Fig. 1: M1 wires
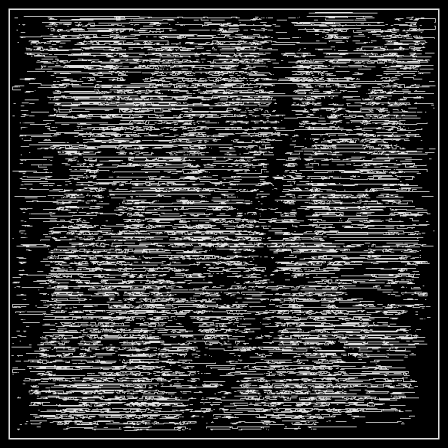
Fig. 2: the metal 2 layer
Bar = 50 um.
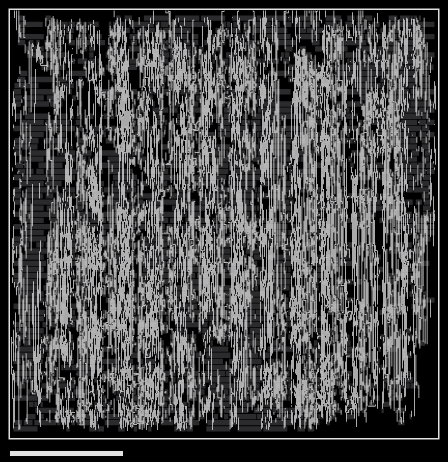
Fig. 3: M3 wires
Bar = 50 um.
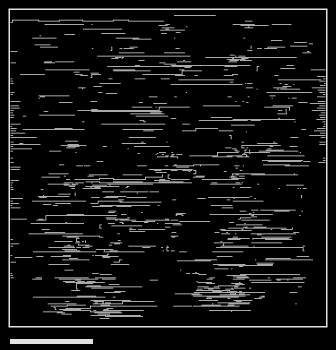
`src/rtl/fp_div_seq_if.sv`:
```
// ---------------------------------------------------------------------------
// fp_div_seq_if
// Operand/result bundle for the sequential floating-point divider.
//
// Handshake: a transfer happens on a rising edge where valid && ready are
// both high. The producer holds valid and the payload stable until that
// edge. The consumer may raise or lower ready freely.
//
// Signals (W = 1 + EXP_W + MAN_W)
//   in_valid   producer -> divider   operands/rm valid
//   in_ready   divider  -> producer  divider can accept a new operation
//   a, b       producer -> divider   dividend, divisor (W bits)
//   rm         producer -> divider   rounding mode (3 bits)
//   out_valid  divider  -> consumer  y/exc_flags valid, held until accepted
//   out_ready  consumer -> divider   consumer accepts the result
//   y          divider  -> consumer  quotient (W bits)
//   exc_flags  divider  -> consumer  {invalid, divzero, overflow, underflow, inexact}
//
// Modports: slave = divider side, master = requester/consumer side.
// ---------------------------------------------------------------------------
interface fp_div_seq_if #(
    parameter int EXP_W = 8,
    parameter int MAN_W = 23
) ();
    localparam int W = 1 + EXP_W + MAN_W;

    logic         in_valid;
    logic         in_ready;
    logic [W-1:0] a;
    logic [W-1:0] b;
    logic [2:0]   rm;
    logic         out_valid;
    logic         out_ready;
    logic [W-1:0] y;
    logic [4:0]   exc_flags;

    modport slave (
        input  in_valid, a, b, rm, out_ready,
        output in_ready, out_valid, y, exc_flags
    );

    modport master (
        output in_valid, a, b, rm, out_ready,
        input  in_ready, out_valid, y, exc_flags
    );
endinterface

```
`src/rtl/fp_div_seq.sv`:
```
// ---------------------------------------------------------------------------
// fp_div_seq
// Multi-cycle IEEE-754 divider (default binary32) with five dynamic rounding
// modes. One radix-2 restoring quotient bit is produced per cycle.
// One operation in flight; valid/ready on both sides (see fp_div_seq_if).
//
// Ports
//   clk          rising-edge clock
//   rst          synchronous active-high reset, returns to IDLE from any state
//   bus          fp_div_seq_if.slave (operands, rm, result, flags, handshakes)
//   o_dbg_state  current FSM state (0 IDLE, 1 PREP, 2 DIV, 3 ROUND, 4 DONE)
//
// rm: 000 RNE, 001 RTZ, 010 RDN, 011 RUP, 100 RMM, others behave as RNE.
//
// Configuration macro: FP_DIV_SEQ_FTZ_EN
//   defined   -> subnormal inputs read as signed zero, tiny results flush to
//                signed zero with underflow+inexact, no subnormal shifter.
//   undefined -> full gradual underflow.
// ---------------------------------------------------------------------------
module fp_div_seq #(
    parameter int EXP_W = 8,
    parameter int MAN_W = 23
) (
    input  logic              clk,
    input  logic              rst,
    fp_div_seq_if.slave       bus,
    output logic [2:0]        o_dbg_state
);
    localparam int W   = 1 + EXP_W + MAN_W;
    localparam int Q   = MAN_W + 3;
    localparam int EW  = EXP_W + 3;
    localparam int CW  = $clog2(Q);
    localparam int LZW = $clog2(MAN_W + 2);

    localparam logic [EW-1:0]        BIAS_E = EW'(2 ** (EXP_W - 1) - 1);
    localparam logic signed [EW-1:0] E_ONE  = EW'(1);
    localparam logic signed [EW-1:0] E_ZERO = '0;
    localparam logic signed [EW-1:0] E_MAX  = EW'(2 ** EXP_W - 1);
    localparam logic [W-1:0] QNAN = {1'b0, {EXP_W{1'b1}}, 1'b1, {(MAN_W-1){1'b0}}};

    typedef enum logic [2:0] {
        S_IDLE  = 3'd0,
        S_PREP  = 3'd1,
        S_DIV   = 3'd2,
        S_ROUND = 3'd3,
        S_DONE  = 3'd4
    } state_t;

    state_t r_state, w_next;
    logic   w_in_ready, w_out_valid;

    // Registered operation
    logic [W-1:0]            r_a, r_b;
    logic [2:0]              r_rm;
    logic                    r_sign;
    logic                    r_special;
    logic [W-1:0]            r_sp_y;
    logic [4:0]              r_sp_f;
    logic signed [EW-1:0]    r_exp;
    logic [MAN_W+1:0]        r_rem;
    logic [MAN_W:0]          r_div;
    logic [Q-1:0]            r_q;
    logic [CW-1:0]           r_cnt;
    logic [W-1:0]            r_y;
    logic [4:0]              r_flags;

    // Round-to-increment decision for one significand position.
    function automatic logic rnd_inc(input logic [2:0] rm, input logic sign,
                                     input logic lsb, input logic g, input logic s);
        case (rm)
            3'b001:  return 1'b0;
            3'b010:  return sign & (g | s);
            3'b011:  return ~sign & (g | s);
            3'b100:  return g;
            default: return g & (s | lsb);
        endcase
    endfunction

`ifndef FP_DIV_SEQ_FTZ_EN
    function automatic logic [LZW-1:0] lzc(input logic [MAN_W:0] v);
        logic [LZW-1:0] n;
        logic           found;
        n     = '0;
        found = 1'b0;
        for (int i = MAN_W; i >= 0; i--) begin
            if (!found) begin
                if (v[i]) found = 1'b1;
                else      n = n + 1'b1;
            end
        end
        return n;
    endfunction
`endif

    // ------------------------------------------------------------------
    // Operand decode (valid while in PREP)
    // ------------------------------------------------------------------
    logic               w_sa, w_sb, w_sign;
    logic [EXP_W-1:0]   w_ea, w_eb, w_ea_eff, w_eb_eff;
    logic [MAN_W-1:0]   w_fa, w_fb;
    logic               w_a_nan, w_b_nan, w_a_snan, w_b_snan;
    logic               w_a_inf, w_b_inf, w_a_zero, w_b_zero;
    logic [MAN_W:0]     w_ma, w_mb, w_na, w_nb;
    logic [LZW-1:0]     w_lza, w_lzb;
    logic [EW-1:0]      w_exp;

    assign w_sa     = r_a[W-1];
    assign w_sb     = r_b[W-1];
    assign w_ea     = r_a[W-2:MAN_W];
    assign w_eb     = r_b[W-2:MAN_W];
    assign w_fa     = r_a[MAN_W-1:0];
    assign w_fb     = r_b[MAN_W-1:0];
    assign w_sign   = w_sa ^ w_sb;
    assign w_a_nan  = (&w_ea) & (|w_fa);
    assign w_b_nan  = (&w_eb) & (|w_fb);
    assign w_a_snan = w_a_nan & ~w_fa[MAN_W-1];
    assign w_b_snan = w_b_nan & ~w_fb[MAN_W-1];
    assign w_a_inf  = (&w_ea) & ~(|w_fa);
    assign w_b_inf  = (&w_eb) & ~(|w_fb);
    assign w_ma     = {|w_ea, w_fa};
    assign w_mb     = {|w_eb, w_fb};
    // A zero exponent field encodes the same scale as exponent 1.
    assign w_ea_eff = (w_ea == '0) ? EXP_W'(1) : w_ea;
    assign w_eb_eff = (w_eb == '0) ? EXP_W'(1) : w_eb;

`ifdef FP_DIV_SEQ_FTZ_EN
    assign w_a_zero = ~(|w_ea);
    assign w_b_zero = ~(|w_eb);
    assign w_lza    = '0;
    assign w_lzb    = '0;
`else
    assign w_a_zero = ~(|w_ea) & ~(|w_fa);
    assign w_b_zero = ~(|w_eb) & ~(|w_fb);
    assign w_lza    = lzc(w_ma);
    assign w_lzb    = lzc(w_mb);
`endif

    assign w_na  = w_ma << w_lza;
    assign w_nb  = w_mb << w_lzb;
    assign w_exp = {3'b000, w_ea_eff} - {3'b000, w_eb_eff} + BIAS_E
                 - {{(EW-LZW){1'b0}}, w_lza} + {{(EW-LZW){1'b0}}, w_lzb};

    logic         w_special;
    logic [W-1:0] w_sp_y;
    logic [4:0]   w_sp_f;

    always_comb begin
        w_special = 1'b1;
        w_sp_y    = '0;
        w_sp_f    = '0;
        if (w_a_nan || w_b_nan) begin
            w_sp_y    = QNAN;
            w_sp_f[4] = w_a_snan | w_b_snan;
        end else if ((w_a_zero && w_b_zero) || (w_a_inf && w_b_inf)) begin
            w_sp_y    = QNAN;
            w_sp_f[4] = 1'b1;
        end else if (w_a_inf) begin
            w_sp_y = {w_sign, {EXP_W{1'b1}}, {MAN_W{1'b0}}};
        end else if (w_b_zero) begin
            w_sp_y    = {w_sign, {EXP_W{1'b1}}, {MAN_W{1'b0}}};
            w_sp_f[3] = 1'b1;
        end else if (w_a_zero || w_b_inf) begin
            w_sp_y = {w_sign, {(W-1){1'b0}}};
        end else begin
            w_special = 1'b0;
        end
    end

    // ------------------------------------------------------------------
    // Restoring divide step
    // ------------------------------------------------------------------
    logic             w_ge;
    logic [MAN_W:0]   w_diff;
    logic [MAN_W+1:0] w_rem_nxt;

    assign w_ge      = (r_rem >= {1'b0, r_div});
    // When w_ge holds the difference is below the divisor, so MAN_W+1 bits suffice.
    assign w_diff    = r_rem[MAN_W:0] - r_div;
    assign w_rem_nxt = w_ge ? {w_diff, 1'b0} : {r_rem[MAN_W:0], 1'b0};

    // ------------------------------------------------------------------
    // Normalise / round / pack (valid while in ROUND)
    // ------------------------------------------------------------------
    logic                 w_msb, w_g, w_s, w_inc_n, w_carry_n, w_ovf, w_ovf_inf, w_tiny, w_nx_n;
    logic [MAN_W:0]       w_m;
    logic [MAN_W+1:0]     w_mr_n;
    logic signed [EW-1:0] w_e, w_e_n;
    logic [W-1:0]         w_res_y;
    logic [4:0]           w_res_f;

`ifndef FP_DIV_SEQ_FTZ_EN
    localparam int SH_MAX = Q + 2;
    localparam int SHW    = $clog2(SH_MAX + 1);
    localparam int XW     = MAN_W + 2 + SH_MAX;
    localparam logic signed [EW-1:0] SH_MAX_E = EW'(SH_MAX);

    logic signed [EW-1:0] w_sh;
    logic [SHW-1:0]       w_sh_amt;
    logic [XW-1:0]        w_ext;
    logic [MAN_W+1:0]     w_kept;
    logic [MAN_W:0]       w_m_s, w_mr_s;
    logic                 w_g_s, w_s_s, w_inc_s, w_nx_s;
`endif

    always_comb begin
        // A quotient below 1 needs one left shift; the spare low bit covers it.
        w_msb     = r_q[Q-1];
        w_m       = w_msb ? r_q[Q-1:2] : r_q[Q-2:1];
        w_g       = w_msb ? r_q[1] : r_q[0];
        w_s       = (w_msb & r_q[0]) | (|r_rem);
        w_e       = w_msb ? r_exp : r_exp - E_ONE;
        w_nx_n    = w_g | w_s;
        w_inc_n   = rnd_inc(r_rm, r_sign, w_m[0], w_g, w_s);
        w_mr_n    = {1'b0, w_m} + {{(MAN_W+1){1'b0}}, w_inc_n};
        w_carry_n = w_mr_n[MAN_W+1];
        w_e_n     = w_e + {{(EW-1){1'b0}}, w_carry_n};
        w_ovf     = (w_e_n >= E_MAX);
        case (r_rm)
            3'b001:  w_ovf_inf = 1'b0;
            3'b010:  w_ovf_inf = r_sign;
            3'b011:  w_ovf_inf = ~r_sign;
            default: w_ovf_inf = 1'b1;
        endcase
        // Tiny after rounding: below min normal even with unbounded exponent.
        w_tiny = (w_e < E_ONE) && !((w_e == E_ZERO) && w_carry_n);

`ifndef FP_DIV_SEQ_FTZ_EN
        w_sh     = E_ONE - w_e;
        w_sh_amt = (w_sh > SH_MAX_E) ? SHW'(SH_MAX) : w_sh[SHW-1:0];
        w_ext    = {w_m, w_g, {SH_MAX{1'b0}}} >> w_sh_amt;
        w_kept   = w_ext[XW-1 -: MAN_W+2];
        w_m_s    = w_kept[MAN_W+1:1];
        w_g_s    = w_kept[0];
        w_s_s    = w_s | (|w_ext[SH_MAX-1:0]);
        w_nx_s   = w_g_s | w_s_s;
        w_inc_s  = rnd_inc(r_rm, r_sign, w_m_s[0], w_g_s, w_s_s);
        w_mr_s   = w_m_s + {{MAN_W{1'b0}}, w_inc_s};
`endif

        w_res_y = '0;
        w_res_f = '0;
        if (w_ovf) begin
            w_res_y = w_ovf_inf ? {r_sign, {EXP_W{1'b1}}, {MAN_W{1'b0}}}
                                : {r_sign, {(EXP_W-1){1'b1}}, 1'b0, {MAN_W{1'b1}}};
            w_res_f = 5'b00101;
`ifdef FP_DIV_SEQ_FTZ_EN
        end else if (w_tiny) begin
            w_res_y = {r_sign, {(W-1){1'b0}}};
            w_res_f = 5'b00011;
`else
        end else if (w_e < E_ONE) begin
            // Carry into bit MAN_W of w_mr_s lands in the exponent LSB (min normal).
            w_res_y = {r_sign, {(EXP_W-1){1'b0}}, w_mr_s};
            w_res_f = {3'b000, w_tiny & w_nx_s, w_nx_s};
`endif
        end else begin
            w_res_y = {r_sign, w_e_n[EXP_W-1:0],
                       w_carry_n ? w_mr_n[MAN_W:1] : w_mr_n[MAN_W-1:0]};
            w_res_f = {4'b0000, w_nx_n};
        end
    end

    // ------------------------------------------------------------------
    // FSM
    // ------------------------------------------------------------------
    always_ff @(posedge clk) begin
        if (rst) r_state <= S_IDLE;
        else     r_state <= w_next;
    end

    // Specials skip DIV; ROUND then only selects the precomputed result.
    always_comb begin
        w_next      = r_state;
        w_in_ready  = 1'b0;
        w_out_valid = 1'b0;
        case (r_state)
            S_IDLE: begin
                w_in_ready = 1'b1;
                if (bus.in_valid) w_next = S_PREP;
            end
            S_PREP:  w_next = w_special ? S_ROUND : S_DIV;
            S_DIV:   if (r_cnt == '0) w_next = S_ROUND;
            S_ROUND: w_next = S_DONE;
            S_DONE: begin
                w_out_valid = 1'b1;
                if (bus.out_ready) w_next = S_IDLE;
            end
            default: w_next = S_IDLE;
        endcase
    end

    // ------------------------------------------------------------------
    // Datapath registers
    // ------------------------------------------------------------------
    always_ff @(posedge clk) begin
        if (rst) begin
            r_y     <= '0;
            r_flags <= '0;
            r_cnt   <= '0;
        end else begin
            case (r_state)
                S_IDLE: begin
                    if (bus.in_valid) begin
                        r_a  <= bus.a;
                        r_b  <= bus.b;
                        r_rm <= bus.rm;
                    end
                end
                S_PREP: begin
                    r_sign    <= w_sign;
                    r_special <= w_special;
                    r_sp_y    <= w_sp_y;
                    r_sp_f    <= w_sp_f;
                    r_exp     <= w_exp;
                    r_rem     <= {1'b0, w_na};
                    r_div     <= w_nb;
                    r_q       <= '0;
                    r_cnt     <= CW'(Q - 1);
                end
                S_DIV: begin
                    r_q   <= {r_q[Q-2:0], w_ge};
                    r_rem <= w_rem_nxt;
                    r_cnt <= r_cnt - 1'b1;
                end
                S_ROUND: begin
                    r_y     <= r_special ? r_sp_y : w_res_y;
                    r_flags <= r_special ? r_sp_f : w_res_f;
                end
                default: ;
            endcase
        end
    end

    assign bus.in_ready  = w_in_ready;
    assign bus.out_valid = w_out_valid;
    assign bus.y         = r_y;
    assign bus.exc_flags = r_flags;
    assign o_dbg_state   = r_state;
endmodule
```
`src/flat_wrapper.sv`:
```
// flat-port wrapper written by rule: the top's interface ports become plain ports
module fp_div_seq_flat 
#(
    parameter int EXP_W = 8,
    parameter int MAN_W = 23
)
  (clk, rst, o_dbg_state, bus_in_valid, bus_a, bus_b, bus_rm, bus_out_ready, bus_in_ready, bus_out_valid, bus_y, bus_exc_flags);
  fp_div_seq_if #(.EXP_W(EXP_W), .MAN_W(MAN_W)) bus_i ();
  input  logic clk;
  input  logic rst;
  output logic [2:0] o_dbg_state;
  input wire logic [$bits(bus_i.in_valid)-1:0] bus_in_valid;
  input wire logic [$bits(bus_i.a)-1:0] bus_a;
  input wire logic [$bits(bus_i.b)-1:0] bus_b;
  input wire logic [$bits(bus_i.rm)-1:0] bus_rm;
  input wire logic [$bits(bus_i.out_ready)-1:0] bus_out_ready;
  output wire logic [$bits(bus_i.in_ready)-1:0] bus_in_ready;
  output wire logic [$bits(bus_i.out_valid)-1:0] bus_out_valid;
  output wire logic [$bits(bus_i.y)-1:0] bus_y;
  output wire logic [$bits(bus_i.exc_flags)-1:0] bus_exc_flags;
  assign bus_i.in_valid = bus_in_valid;
  assign bus_i.a = bus_a;
  assign bus_i.b = bus_b;
  assign bus_i.rm = bus_rm;
  assign bus_i.out_ready = bus_out_ready;
  assign bus_in_ready = bus_i.in_ready;
  assign bus_out_valid = bus_i.out_valid;
  assign bus_y = bus_i.y;
  assign bus_exc_flags = bus_i.exc_flags;
  fp_div_seq #(.EXP_W(EXP_W), .MAN_W(MAN_W)) u_core (.clk(clk), .rst(rst), .bus(bus_i), .o_dbg_state(o_dbg_state));
endmodule
```
`config.mk`:
```
export PLATFORM = sky130hd
export DESIGN_NAME = fp_div_seq_flat
export DESIGN_NICKNAME = d
export VERILOG_FILES = /design/src/rtl/fp_div_seq_if.sv /design/src/rtl/fp_div_seq.sv /design/src/flat_wrapper.sv
export SDC_FILE = /design/constraint.sdc
export NUM_CORES = 1
export LEC_CHECK = 0
export CAP_MARGIN = 10
export CORE_UTILIZATION = 63
export CTS_CLUSTER_SIZE = 24
export DETAILED_ROUTE_END_ITERATION = 16
export GPL_TIMING_DRIVEN = 1
export PLACE_DENSITY = 0.82
export SLEW_MARGIN = 20
export SYNTH_ARGS = -nofsm -noshare
export SYNTH_HDL_FRONTEND = slang
export SYNTH_SLANG_ARGS = --single-unit
```
`constraint.sdc`:
```
create_clock -name clk -period 20.6 [get_ports clk]
set_input_delay 4.12 -clock clk [delete_from_list [all_inputs] [get_ports clk]]
set_output_delay 4.12 -clock clk [all_outputs]
set_load 0.005 [all_outputs]
```
==> flow.log <==
[metrics] run summary
[metrics] run status: completed
[metrics] distinct lib cells: approximately 120
[metrics] Main synth FF type: sky130_fd_sc_hd__edfxtp_1
[metrics] dpl hpwl: 53.5 mm
[metrics] total power after layout: approximately 2300 uW
[metrics] final clock skew: between 0.02 and 0.025 ns
[metrics] portion of netlist area occupied by mux cells: approximately 7.4%
[metrics] number of buffer and inverter stages on the critical path: 6
[metrics] setup repair after global routing missed its margin: no
[metrics] Num CTS Buffers: 26
[metrics] Post-CTS Setup Inserts: 0
[metrics] fraction of the core area occupied by cells at floorplan: ~64%
[metrics] worst path arrival time: approximately 19 ns
[metrics] total number of H-tree levels: 1
[metrics] Syn Std Cell Area: approximately 22000 um^2
[metrics] instance area at placement: 23600 um^2
[metrics] DRC: 0
[metrics] Yosys warning count: 0
[metrics] fraction of final layout cells with drive strength greater than 1: around 8%
[metrics] number of sinks on the clock net: a little over 200
[metrics] post-synth net total: between 2000 and 3000
[metrics] boundary pin count: around 110
[metrics] total of flip-flops plus latches after synthesis: 205
[metrics] initial antenna violation count: 0
[metrics] cts-stage hold buffer count: 0
[metrics] Post-Synth AOI/OAI Area: 21.6%
[metrics] Hold Slack: 0.452 ns
[metrics] Setup Crit Path Kind: reg -> reg
[metrics] Global Route Usage Sum: 38.2%
[metrics] final slew viol count: 0
[metrics] global-route wire length before repair: around 110 mm
[metrics] Yosys chip area: between 20000 and 25000 um^2
[metrics] family with the most delay on the worst path: adder cells
[metrics] Wirelength per Cell: 21.4 um
[metrics] final weighted congestion in routability-driven placement: between 1 and 1.5
[metrics] largest driver fanout on the critical path: 7
[metrics] most instantiated library cell after synthesis: sky130_fd_sc_hd__nor2_1
[metrics] chip area: about 36000 um^2
[metrics] Die X: between 150 and 200 um
[metrics] most area-consuming cells after synthesis: sky130_fd_sc_hd__edfxtp_1 (22%), sky130_fd_sc_hd__ha_1 (5.2%), sky130_fd_sc_hd__mux2i_1 (4.9%)
[metrics] register share after synthesis: ~26%
[metrics] ANT cells: 0
[metrics] final worst slack: around 1.6 ns
[metrics] master cell of the clock root buffer: sky130_fd_sc_hd__clkbuf_16
[metrics] pre-CTS worst setup slack: roughly 1.8 ns
[metrics] post-layout period usage: 92.0%
[metrics] area share of the leading cell type in the synthesized netlist: between 20% and 30%
[metrics] worst min-delay path category: reg -> reg
[metrics] largest net degree at the start of global routing: slightly below 60
-- Fig. 1 (at the start) --
share of all routed wire: 39%
main direction: horizontal
wire length on this layer: 27.4 mm
longest straight run: 55.7 um

-- Fig. 2 (at the start) --
main direction: vertical
longest straight run: 60.2 um
GRT met2 Usage: 63.1%
vias after detailed routing: 22000
total length of routed wires: 69.7 mm

-- Fig. 3 (at the start) --
share of all routed wire: 8.5%
wire length on this layer: 5910 um
longest straight run: 55.7 um
nets with wire on the layer: 484
main direction: horizontal
met3 layer usage reported by global route: 5.39%

==> flip-flops by register name (all words and copies together), names as in the netlist <==
name,count
u_core.r_rem,25
u_core.r_rm,3
u_core.r_b,32
u_core.r_cnt,5
u_core.o_dbg_state,3
u_core.r_special,1
u_core.bus.y,32
u_core.r_sp_y,3
u_core.r_a,32
u_core.r_q,26
u_core.bus.exc_flags,5
u_core.r_exp,11
u_core.r_sign,1
u_core.r_sp_f,2
u_core.r_div,24
==> cell type report <==
type	count	area, um^2
Multi-Input combinational cell	2271	15400
Clock buffer	32	687
Inverter	136	510
Timing Repair Buffer	147	1380
Clock inverter	16	109
Fill cell	2745	10200
Sequential cell	205	5710
Tap cell	455	569
==> worst register-to-register path, delay by kind of cell, from the launching register on <==
| kind | cells | cell delay [ns] |
|---|---|---|
| fa+ha+maj | 24 | 7.71 |
| compound gates | 22 | 4.14 |
| simple gates | 29 | 3.90 |
| mux | 9 | 1.79 |
| buf+inv | 6 | 0.45 |
| flops | 1 | 0.43 |
| xor+xnor | 2 | 0.31 |
==> power breakdown <==
group	leakage (uW)	switching [uW]	total, uW	internal, uW
sequential	0.00184	90.1	638	548
combinational	0.00701	764	1190	424
clock	0.000388	187	426	239
==> path summary, 6_finish.rpt <==
kind,depth (start not counted),startpoint,slack (ns),end
max,92,u_core.r_b[26],1.64,u_core.r_exp[9]
min,1,u_core.bus.y[10],0.45,u_core.bus.y[10]
max reg2reg,92,u_core.r_b[26],1.64,u_core.r_exp[9]
min reg2reg,1,u_core.bus.y[10],0.45,u_core.bus.y[10]
==> routing by layer <==
layer | GRT usage, % | vias to the layer above | share of wire, %
met3 | 5.39 | 225 | 8.5
met4 | 20.4 | 0 | 5.5
li1 | - | 10200 | -
met2 | 63.1 | 1170 | 47
met1 | 48.2 | 10300 | 39
met5 | 0 | - | 0
No activity file was given, so power comes from the tool's default toggle rates.
